### config.mk
export PLATFORM = sky130hd
export DESIGN_NAME = imem_fetch_ctrl_flat
export DESIGN_NICKNAME = d
export VERILOG_FILES = /design/src/rtl/imem_fetch_ctrl_if.sv /design/src/rtl/imem_fetch_ctrl.sv /design/src/flat_wrapper.sv
export SDC_FILE = /design/constraint.sdc
export NUM_CORES = 1
export LEC_CHECK = 0
export CORE_UTILIZATION = 54
export DETAILED_ROUTE_END_ITERATION = 8
export PLACE_DENSITY = 0.87
export SYNTH_ARGS = -nofsm -noshare
export SYNTH_HDL_FRONTEND = slang
export SYNTH_SLANG_ARGS = --single-unit
### constraint.sdc
create_clock -name clk -period 19.5 [get_ports clk]
set_input_delay 2.925 -clock clk [delete_from_list [all_inputs] [get_ports clk]]
set_output_delay 2.925 -clock clk [all_outputs]
set_load 0.05 [all_outputs]
### src/rtl/imem_fetch_ctrl_if.sv
// Fetch-side and decode-side signals of the instruction fetch controller.
// master is the controller's view; slave is the memory/decode environment's view.
interface imem_fetch_ctrl_if #(
   parameter int unsigned Width = 32
);
   logic             fetch_en;
   logic [Width-1:0] imem_addr;
   logic [Width-1:0] imem_instr;
   logic             redirect_valid;
   logic [Width-1:0] redirect_pc;
   logic             inst_valid;
   logic             inst_ready;
   logic [Width-1:0] inst_data;
   logic [Width-1:0] inst_pc;

   modport master (
      input  fetch_en, imem_instr, redirect_valid, redirect_pc, inst_ready,
      output imem_addr, inst_valid, inst_data, inst_pc
   );

   modport slave (
      output fetch_en, imem_instr, redirect_valid, redirect_pc, inst_ready,
      input  imem_addr, inst_valid, inst_data, inst_pc
   );
endinterface

### src/rtl/imem_fetch_ctrl.sv
// PC register plus 2-entry {pc, instr} buffer between instruction memory and decode.
// Define IMEM_FETCH_BYPASS_EN to present a fetched word in the same cycle when the buffer is empty.
module imem_fetch_ctrl #(
   parameter int unsigned      Width    = 32,
   parameter logic [Width-1:0] RESET_PC = '0
) (
   input logic                 clk,
   input logic                 rst_n,
   imem_fetch_ctrl_if.master   bus
);

   logic [Width-1:0] pc_q;
   logic [Width-1:0] fifo_pc_q    [2];
   logic [Width-1:0] fifo_instr_q [2];
   logic             rd_ptr_q;
   logic             wr_ptr_q;
   logic [1:0]       count_q;
   logic [1:0]       count_d;

   logic head_valid;
   logic pop;
   logic fire;
   logic byp;
   logic push;

   always_comb begin
      head_valid = (count_q != 2'd0);
      // A redirect squashes the presented head, so it is never counted as consumed.
      pop  = head_valid && bus.inst_ready && !bus.redirect_valid;
      fire = bus.fetch_en && !bus.redirect_valid && ((count_q != 2'd2) || pop);
`ifdef IMEM_FETCH_BYPASS_EN
      byp  = rst_n && fire && !head_valid;
`else
      byp  = 1'b0;
`endif
      // A bypassed word taken by decode this cycle never enters the buffer.
      push = fire && !(byp && bus.inst_ready);

      count_d = count_q;
      unique case ({push, pop})
         2'b10:   count_d = count_q + 2'd1;
         2'b01:   count_d = count_q - 2'd1;
         default: count_d = count_q;
      endcase
   end

   always_ff @(posedge clk) begin
      if (!rst_n) begin
         pc_q     <= RESET_PC;
         count_q  <= 2'd0;
         rd_ptr_q <= 1'b0;
         wr_ptr_q <= 1'b0;
      end else if (bus.redirect_valid) begin
         pc_q     <= {bus.redirect_pc[Width-1:2], 2'b00};
         count_q  <= 2'd0;
         rd_ptr_q <= 1'b0;
         wr_ptr_q <= 1'b0;
      end else begin
         if (fire) begin
            pc_q <= pc_q + Width'(4);
         end
         if (push) begin
            fifo_pc_q[wr_ptr_q]    <= pc_q;
            fifo_instr_q[wr_ptr_q] <= bus.imem_instr;
            wr_ptr_q               <= ~wr_ptr_q;
         end
         if (pop) begin
            rd_ptr_q <= ~rd_ptr_q;
         end
         count_q <= count_d;
      end
   end

   // Outputs are forced to their reset values while rst_n is low.
   always_comb begin
      bus.imem_addr  = rst_n ? pc_q : RESET_PC;
      bus.inst_valid = rst_n && (head_valid || byp);
      bus.inst_data  = '0;
      bus.inst_pc    = '0;
      if (rst_n && head_valid) begin
         bus.inst_data = fifo_instr_q[rd_ptr_q];
         bus.inst_pc   = fifo_pc_q[rd_ptr_q];
      end else if (byp) begin
         bus.inst_data = bus.imem_instr;
         bus.inst_pc   = pc_q;
      end
   end

endmodule

### src/flat_wrapper.sv
// flat-port wrapper written by rule: the top's interface ports become plain ports
module imem_fetch_ctrl_flat 
#(
   parameter int unsigned      Width    = 32,
   parameter logic [Width-1:0] RESET_PC = '0
)
  (clk, rst_n, bus_fetch_en, bus_imem_instr, bus_redirect_valid, bus_redirect_pc, bus_inst_ready, bus_imem_addr, bus_inst_valid, bus_inst_data, bus_inst_pc);
  imem_fetch_ctrl_if #(.Width(Width)) bus_i ();
  input logic clk;
  input logic rst_n;
  input wire logic [$bits(bus_i.fetch_en)-1:0] bus_fetch_en;
  input wire logic [$bits(bus_i.imem_instr)-1:0] bus_imem_instr;
  input wire logic [$bits(bus_i.redirect_valid)-1:0] bus_redirect_valid;
  input wire logic [$bits(bus_i.redirect_pc)-1:0] bus_redirect_pc;
  input wire logic [$bits(bus_i.inst_ready)-1:0] bus_inst_ready;
  output wire logic [$bits(bus_i.imem_addr)-1:0] bus_imem_addr;
  output wire logic [$bits(bus_i.inst_valid)-1:0] bus_inst_valid;
  output wire logic [$bits(bus_i.inst_data)-1:0] bus_inst_data;
  output wire logic [$bits(bus_i.inst_pc)-1:0] bus_inst_pc;
  assign bus_i.fetch_en = bus_fetch_en;
  assign bus_i.imem_instr = bus_imem_instr;
  assign bus_i.redirect_valid = bus_redirect_valid;
  assign bus_i.redirect_pc = bus_redirect_pc;
  assign bus_i.inst_ready = bus_inst_ready;
  assign bus_imem_addr = bus_i.imem_addr;
  assign bus_inst_valid = bus_i.inst_valid;
  assign bus_inst_data = bus_i.inst_data;
  assign bus_inst_pc = bus_i.inst_pc;
  imem_fetch_ctrl #(.Width(Width), .RESET_PC(RESET_PC)) u_core (.clk(clk), .rst_n(rst_n), .bus(bus_i));
endmodule
Figure 1. The metal 1 layer (run 1).
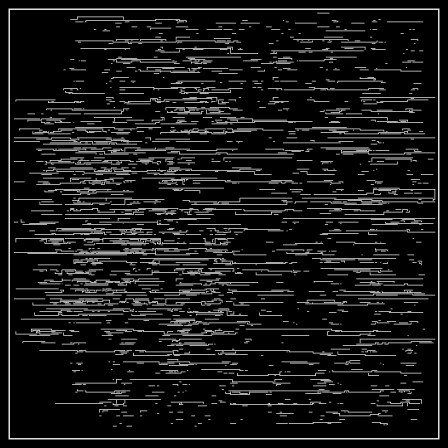
- main direction: horizontal
- share of all routed wire: 42%
- longest straight run: 40.9 µm
- nets with wire on the layer: 694
met1 usage: 29.5%
drt total wl: 15600 µm
vias: 5021

Figure 2. Metal 2 (run 1).
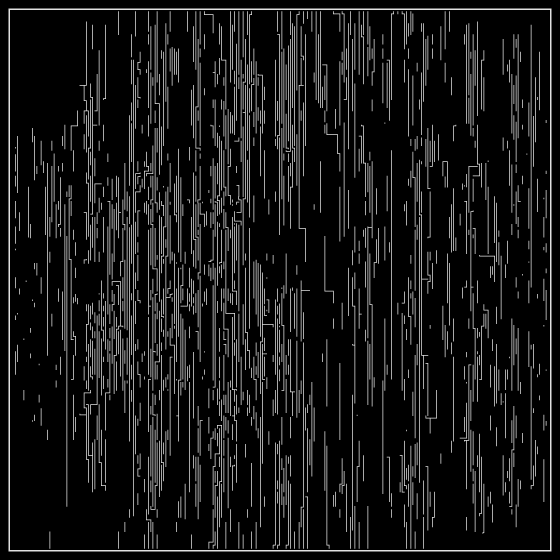
- share of all routed wire: 50%
- nets with wire on the layer: 656
- wire length on this layer: 7810 µm
GRT met2 Usage: 40.3%

==> impl_metrics.ini, run 1 <==
; generated from flow reports
[yosys]
ys_top_cells_by_count = 124 x edfxtp_1, 81 x nor2_1, 64 x mux2i_1
yosys_warnings = 0
enable_flop_cells = 124
ys_sh_aoi_pct = 7.00

[cells_and_area]
logic_area_mm2 = 0.00237
n_all_buffers = 165
largest_registers = u_core.fifo_instr_q: 64 flops, u_core.fifo_pc_q: 60 flops, u_core.pc_q: 30 flops
antenna_cells = 0
drive_above_1_share_pct = 6.59

[place]
hpwl_um = 9990
preCtsSetupSlack_ps = 11370

[worst_setup_path]
crit_end = bus_inst_pc[8]
cp_num_cells = 6
endpoint_kind = output pin
path_buffers = 4
timing.rr.start = u_core.pc_q[9]$_SDFFE_PN0P_
r2r_cells = 4

[final_timing]
hold_ws_ps = 518
tns_ps = 0
relSlewSlack_pct = 27.2

[clock_network]
cts_hold_buf = 0

[routing]
drt_iter0_drc = 396
ant_nets = 0
wire_per_inst_um = 17.3
viasPerCell = 5.58
drc = 0

[die]
coreArea_mm2 = 0.0126
tapCellCount = 172
die_x_um = 116
die_h_um = 116

[min_path]
hp-class = reg -> reg

[run_status]
status = finished clean

[power_and_ir_drop]
power_leader = registers
p_sw_share_pct = 22.5
Figure 3. Signal wires on met3 (run 1).
Scale bar: 20 µm. Cells faint in the background.
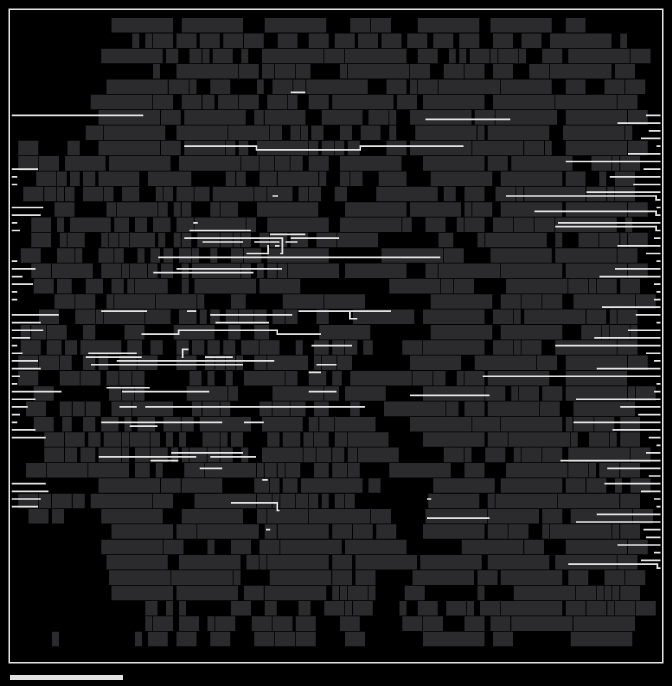
- wire length on this layer: 1140 µm
- main direction: horizontal
met3 usage: 6.01%

==> inputs of run 2 (changes only) <==
--- a/config.mk
+++ b/config.mk
@@ -5,9 +5,9 @@
 export SDC_FILE = /design/constraint.sdc
 export NUM_CORES = 1
 export LEC_CHECK = 0
-export CORE_UTILIZATION = 54
+export CORE_UTILIZATION = 50
 export DETAILED_ROUTE_END_ITERATION = 8
-export PLACE_DENSITY = 0.87
+export PLACE_DENSITY = 0.81
 export SYNTH_ARGS = -nofsm -noshare
 export SYNTH_HDL_FRONTEND = slang
 export SYNTH_SLANG_ARGS = --single-unit
==> constraint.sdc (replaced) <==
create_clock -name clk -period 8 [get_ports clk]
set_input_delay 1.2 -clock clk [delete_from_list [all_inputs] [get_ports clk]]
set_output_delay 1.2 -clock clk [all_outputs]
set_load 0.05 [all_outputs]
Figure 4. Track usage over the die (run 2).
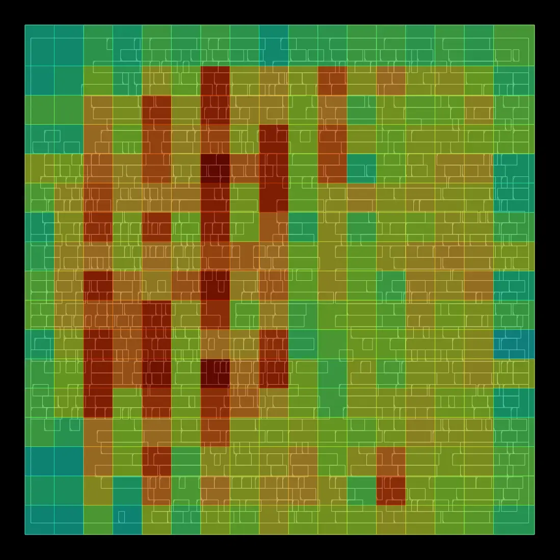
GRT Total Usage: 22.4%
met3 usage: 4.94%
GRT met2 Usage: 37.1%
met1 usage: 29.5%
GRT Max-Usage Layer: met2

Figure 5. Met4 routing (run 2).
Scale bar: 20 µm.
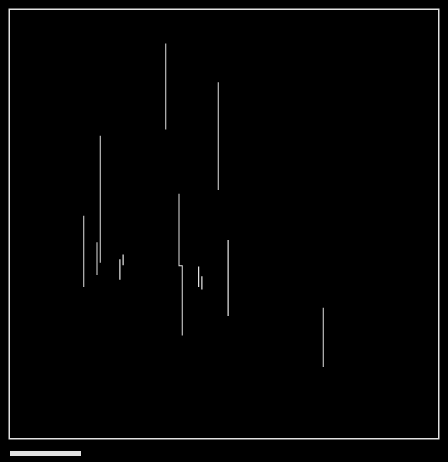
- share of all routed wire: 1.3%
- nets with wire on the layer: 10
- longest straight run: 35.4 µm
drt total wl: 15800 µm
vias: 5154

==> impl_metrics.ini, run 2 <==
; generated from flow reports
[yosys]
ys_cells = 568
ys_sh_aoi_pct = 7.00
ys_top_cells_by_count = 124 x edfxtp_1, 81 x nor2_1, 64 x mux2i_1
enable_flop_cells = 124
synth_seq_share_pct = 63.5

[die]
rows = 42
die_h_um = 120
die_x_um = 120
tapCellCount = 176
coreArea_mm2 = 0.0134
die_area_mm2 = 0.0144

[power_and_ir_drop]
p_sw_share_pct = 24.1
comb_power_mw = 0.184
power_leader = registers
pg_seq_mw = 0.945

[run_status]
status = finished clean

[cells_and_area]
drive_above_1_share_pct = 6.61
antenna_cells = 0
n_all_buffers = 163
layout.nets = 783
largest_registers = u_core.fifo_instr_q: 64 flops, u_core.fifo_pc_q: 60 flops, u_core.pc_q: 30 flops
logic_area_mm2 = 0.00237

[clock_network]
cts_hold_buf = 0

[routing]
viasPerCell = 5.71
wire_per_inst_um = 17.5
drc = 0
ant_nets = 0
route.met2.wl_um = 7900
drt_iter0_drc = 572

[worst_setup_path]
r2r_cells = 4
path_buffers = 3
timing.rr.start = u_core.pc_q[15]$_SDFFE_PN0P_
crit_end = bus_inst_data[0]
cp_num_cells = 5

[min_path]
hp-class = reg -> reg

[final_timing]
tns_ps = 0
fin_crit_sh_pct = 62.1
hold_ws_ps = 534
relSlewSlack_pct = 22.3

[place]
hpwl_um = 10200
preCtsSetupSlack_ps = 3010

[run]
warnings = 28

[grt]
overflow = 0
